### src/rtl/booth_seq_mul_pkg.sv
// Shared types and radix-16 Booth digit encoder for the signed multipliers.
// Any parallel multiplier can reuse booth_enc16 so both agree on digit coding.
package mul_pkg;

  localparam int WIDTH = 16;
  localparam int NDIG  = WIDTH / 4;

  typedef enum logic [3:0] {
    PP_0  = 4'd0,
    PP_A  = 4'd1,
    PP_2A = 4'd2,
    PP_3A = 4'd3,
    PP_4A = 4'd4,
    PP_5A = 4'd5,
    PP_6A = 4'd6,
    PP_7A = 4'd7,
    PP_8A = 4'd8
  } booth_sel_t;

  typedef enum logic [1:0] {
    IDLE = 2'd0,
    BUSY = 2'd1,
    DONE = 2'd2
  } mul_state_t;

  typedef struct packed {
    booth_sel_t sel;
    logic       neg;
  } booth_dig_t;

  // w[4:1] read as a signed nibble is -8*w4+4*w3+2*w2+w1; w[0] adds the overlap bit.
  function automatic booth_dig_t booth_enc16(input logic [4:0] w);
    booth_dig_t  r;
    logic [4:0]  d;
    d     = {w[4], w[4:1]} + {4'b0000, w[0]};
    r.neg = d[4];
    r.sel = booth_sel_t'(d[4] ? 4'(5'd0 - d) : d[3:0]);
    return r;
  endfunction

endpackage

### src/rtl/booth_seq_mul_if.sv
// Operand/result handshake bundle for booth_seq_mul.
interface booth_seq_mul_if;
  import mul_pkg::*;

  logic                   valid_in;
  logic                   ready_out;
  logic [WIDTH-1:0]       multiplicand_in;
  logic [WIDTH-1:0]       multiplier_in;
  logic                   valid_out;
  logic                   ready_in;
  logic [2*WIDTH-1:0]     product_out;
  logic                   busy_out;

  modport master (
    output valid_in, multiplicand_in, multiplier_in, ready_in,
    input  ready_out, valid_out, product_out, busy_out
  );

  modport slave (
    input  valid_in, multiplicand_in, multiplier_in, ready_in,
    output ready_out, valid_out, product_out, busy_out
  );

endinterface

### src/rtl/booth_seq_mul_pp_gen.sv
// Booth partial-product generator: selects 0..8 x A and returns it one's-complemented
// when negative; the +1 that completes the negation is added by the accumulator.
module pp_gen
  import mul_pkg::*;
(
  input  logic [WIDTH-1:0] a,
  input  booth_sel_t       sel,
  input  logic             neg,
  output logic [WIDTH+2:0] pp
);

  logic [WIDTH+2:0] a1, a2, a4, a8, mag;

  assign a1 = {{3{a[WIDTH-1]}}, a};
  assign a2 = a1 << 1;
  assign a4 = a1 << 2;
  assign a8 = a1 << 3;

  always_comb begin
    mag = '0;
    case (sel)
      PP_0:    mag = '0;
      PP_A:    mag = a1;
      PP_2A:   mag = a2;
      PP_3A:   mag = a2 + a1;
      PP_4A:   mag = a4;
      PP_5A:   mag = a4 + a1;
      PP_6A:   mag = a4 + a2;
      PP_7A:   mag = a8 - a1;
      PP_8A:   mag = a8;
      default: mag = '0;
    endcase
  end

  // Inverting instead of negating keeps -8 * (-2^(WIDTH-1)) representable in WIDTH+3 bits.
  assign pp = mag ^ {(WIDTH+3){neg}};

endmodule

### src/rtl/booth_seq_mul.sv
// Sequential radix-16 Booth signed multiplier: one digit per cycle into a 2*WIDTH accumulator.
//   state | meaning
//   IDLE  | waiting for an operand pair
//   BUSY  | accumulating digit cnt_q of the multiplier
//   DONE  | product_out valid, held until the sink takes it
module booth_seq_mul
  import mul_pkg::*;
(
  input  logic              clk,
  input  logic              rst,
  booth_seq_mul_if.slave    bus
);

  localparam int CW = (NDIG > 1) ? $clog2(NDIG) : 1;
  localparam int PW = WIDTH + 3;

  mul_state_t           state, state_nxt;
  logic [WIDTH-1:0]     a_q, b_q;
  logic [2*WIDTH-1:0]   acc_q, prod_q, acc_nxt, pp_ext, cin_ext;
  logic [CW-1:0]        cnt_q;
  logic [WIDTH:0]       b_ext;
  logic [4:0]           win;
  logic [CW+1:0]        shamt;
  booth_dig_t           dig;
  logic [PW-1:0]        pp;
  logic                 accept, last;

  assign accept = bus.valid_in && bus.ready_out;
  assign last   = (cnt_q == CW'(NDIG - 1));
  assign shamt  = {cnt_q, 2'b00};

  // B[-1] = 0 is supplied by the appended zero bit.
  assign b_ext = {b_q, 1'b0};
  assign win   = b_ext[shamt +: 5];
  assign dig   = booth_enc16(win);

  pp_gen u_pp_gen (
    .a   (a_q),
    .sel (dig.sel),
    .neg (dig.neg),
    .pp  (pp)
  );

  assign pp_ext  = {{(2*WIDTH-PW){pp[PW-1]}}, pp};
  assign cin_ext = {{(2*WIDTH-1){1'b0}}, dig.neg};
  assign acc_nxt = acc_q + (pp_ext << shamt) + (cin_ext << shamt);

  always_ff @(posedge clk or posedge rst) begin
    if (rst) state <= IDLE;
    else     state <= state_nxt;
  end

  always_comb begin
    state_nxt = state;
    case (state)
      IDLE:    if (accept) state_nxt = BUSY;
      BUSY:    if (last) state_nxt = DONE;
      DONE:    if (bus.ready_in) state_nxt = accept ? BUSY : IDLE;
      default: state_nxt = IDLE;
    endcase
  end

  always_comb begin
    bus.ready_out = 1'b0;
    bus.valid_out = 1'b0;
    bus.busy_out  = 1'b0;
    case (state)
      IDLE: bus.ready_out = 1'b1;
      BUSY: bus.busy_out  = 1'b1;
      DONE: begin
        bus.valid_out = 1'b1;
        bus.ready_out = bus.ready_in;
      end
      default: ;
    endcase
  end

  always_ff @(posedge clk or posedge rst) begin
    if (rst) begin
      a_q    <= '0;
      b_q    <= '0;
      acc_q  <= '0;
      prod_q <= '0;
      cnt_q  <= '0;
    end else if (accept) begin
      a_q   <= bus.multiplicand_in;
      b_q   <= bus.multiplier_in;
      acc_q <= '0;
      cnt_q <= '0;
    end else if (state == BUSY) begin
      acc_q <= acc_nxt;
      cnt_q <= last ? '0 : cnt_q + 1'b1;
      if (last) prod_q <= acc_nxt;
    end
  end

  assign bus.product_out = prod_q;

endmodule

### src/flat_wrapper.sv
// flat-port wrapper written by rule: the top's interface ports become plain ports
module booth_seq_mul_flat import mul_pkg::*;
  (clk, rst, bus_valid_in, bus_multiplicand_in, bus_multiplier_in, bus_ready_in, bus_ready_out, bus_valid_out, bus_product_out, bus_busy_out);
  booth_seq_mul_if bus_i ();
  input  logic clk;
  input  logic rst;
  input wire logic [$bits(bus_i.valid_in)-1:0] bus_valid_in;
  input wire logic [$bits(bus_i.multiplicand_in)-1:0] bus_multiplicand_in;
  input wire logic [$bits(bus_i.multiplier_in)-1:0] bus_multiplier_in;
  input wire logic [$bits(bus_i.ready_in)-1:0] bus_ready_in;
  output wire logic [$bits(bus_i.ready_out)-1:0] bus_ready_out;
  output wire logic [$bits(bus_i.valid_out)-1:0] bus_valid_out;
  output wire logic [$bits(bus_i.product_out)-1:0] bus_product_out;
  output wire logic [$bits(bus_i.busy_out)-1:0] bus_busy_out;
  assign bus_i.valid_in = bus_valid_in;
  assign bus_i.multiplicand_in = bus_multiplicand_in;
  assign bus_i.multiplier_in = bus_multiplier_in;
  assign bus_i.ready_in = bus_ready_in;
  assign bus_ready_out = bus_i.ready_out;
  assign bus_valid_out = bus_i.valid_out;
  assign bus_product_out = bus_i.product_out;
  assign bus_busy_out = bus_i.busy_out;
  booth_seq_mul u_core (.clk(clk), .rst(rst), .bus(bus_i));
endmodule
### config.mk
export PLATFORM = sky130hd
export DESIGN_NAME = booth_seq_mul_flat
export DESIGN_NICKNAME = d
export VERILOG_FILES = /design/src/rtl/booth_seq_mul_pkg.sv /design/src/rtl/booth_seq_mul_if.sv /design/src/rtl/booth_seq_mul_pp_gen.sv /design/src/rtl/booth_seq_mul.sv /design/src/flat_wrapper.sv
export SDC_FILE = /design/constraint.sdc
export NUM_CORES = 1
export LEC_CHECK = 0
export CAP_MARGIN = 20
export CORE_MARGIN = 5
export CORE_UTILIZATION = 50
export CTS_CLUSTER_SIZE = 40
export DETAILED_ROUTE_END_ITERATION = 12
export GPL_TIMING_DRIVEN = 0
export PLACE_DENSITY = 0.69
export REMOVE_ABC_BUFFERS = 1
export SYNTH_ARGS = -nofsm -noshare
export SYNTH_HDL_FRONTEND = slang
export SYNTH_SLANG_ARGS = --single-unit
### constraint.sdc
create_clock -name clk -period 10 [get_ports clk]
set_input_delay 3 -clock clk [delete_from_list [all_inputs] [get_ports clk]]
set_output_delay 3 -clock clk [all_outputs]
set_load 0.03 [all_outputs]
**Supply network**

Bar = 50 um. Pins as bars on the die edge.
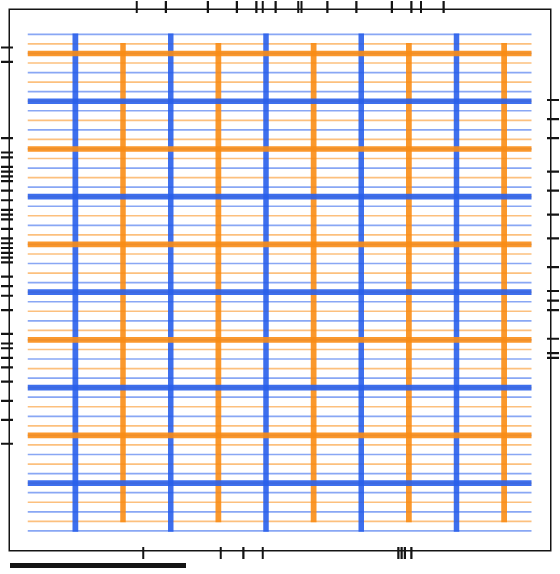
legend:
  VSS:
    color: blue
  VDD:
    color: orange
met4 straps: 10
met5 straps: 10
signal pins: 71
met1 rails: 53
rows: 52

**Cells colored by class**

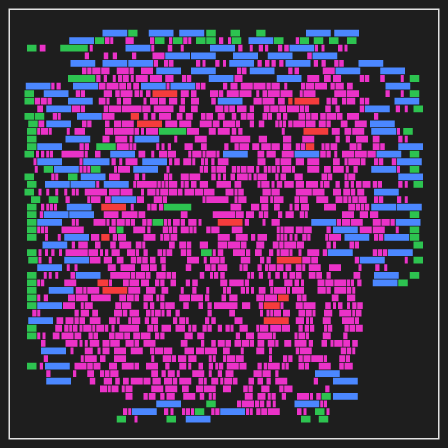
legend:
  other buffers and delay cells:
    color: green
    cells: 78
    share_of_their_area: 7.7%
  clock drivers and dummy loads:
    color: red
    cells: 16
    share_of_their_area: 2.6%
  all other logic:
    color: magenta
    cells: 1116
    share_of_their_area: 67%
  flip-flops:
    color: blue
    cells: 100
    share_of_their_area: 22%

**Clock network drawn from the DEF**

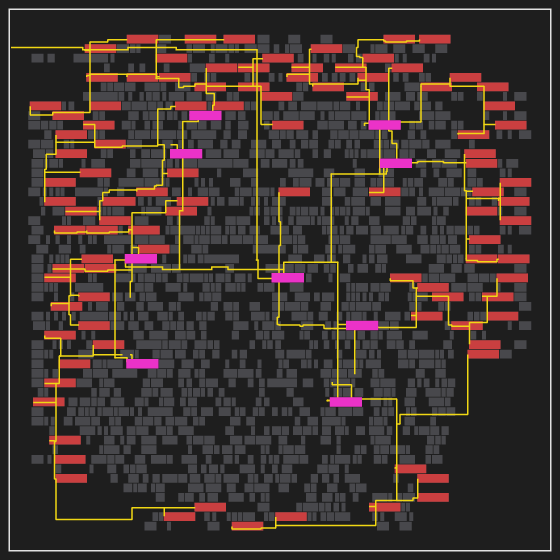
legend:
  cells driving clock nets:
    color: magenta
    count: 9
  clock wires:
    color: yellow
    length: 1670 um
  flip-flops:
    color: red
    count: 100
routed clock nets: 10
final worst clock skew: 0.00725 ns
insertion delay at the late pin of the worst-skew pair: 0.37 ns

**Signal wires by layer**

Bar = 50 um.
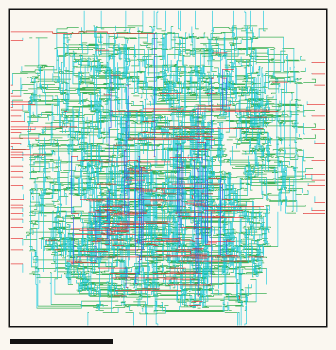
legend:
  met4:
    color: blue
    wire_length: 1080 um
  met3:
    color: red
    wire_length: 2100 um
  met2:
    color: cyan
    wire_length: 12300 um
  met1:
    color: green
    wire_length: 13400 um
total number of vias: 9751
WL per Instance: 18.2 um

**Track usage over the die**

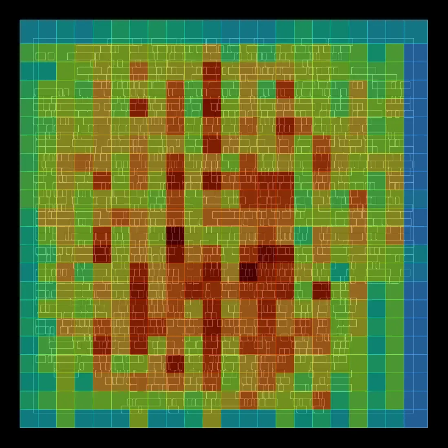
routing usage on met1: 34.6%
GR met3 Demand/Resource: 4.13%
utilization of the core after routing: 57.0%
met2 capacity usage during global routing: 36.5%
GR peak layer: met2

==> impl_metrics.env <==
# physical design summary
export IMPL_dp_slack_ns=-0.0998
export IMPL_synthDominantCellAreaShare_pct=24.2
export IMPL_flop_area_um2=2500
export IMPL_commonest_non_fill_non_tap_cell_in_the_layout="sky130_fd_sc_hd__nand2_1"
export IMPL_crit_reg2reg_launch="u_core.cnt_q[0]"
export IMPL_topRoutingLayerUsed="met4"
export IMPL_required_ns=10.25
export IMPL_fp_utilization_pct=50.9
export IMPL_rsz0062_at_grt="no"
export IMPL_postSynthAreaPerCell_um2=8.09
export IMPL_fp_dieW_um=154
export IMPL_period_used_pct=90.5
export IMPL_layout_clock_cell_area_share_pct=2.55
export IMPL_setup_worst_path_end_class="register"
export IMPL_synth_cell_type_count=90
export IMPL_layout_clock_buffers=9
export IMPL_worst_hold_startpoint="u_core.b_q[0]"
export IMPL_warning_count=30
export IMPL_async_flop_share_pct=100
export IMPL_die_footprint_um2=23700
export IMPL_diodes=0
export IMPL_hold_viol=0
export IMPL_layout_area_overhead_vs_synth_pct=11.8
export IMPL_drtIter0Drc=938
export IMPL_outcome="complete, no violations"
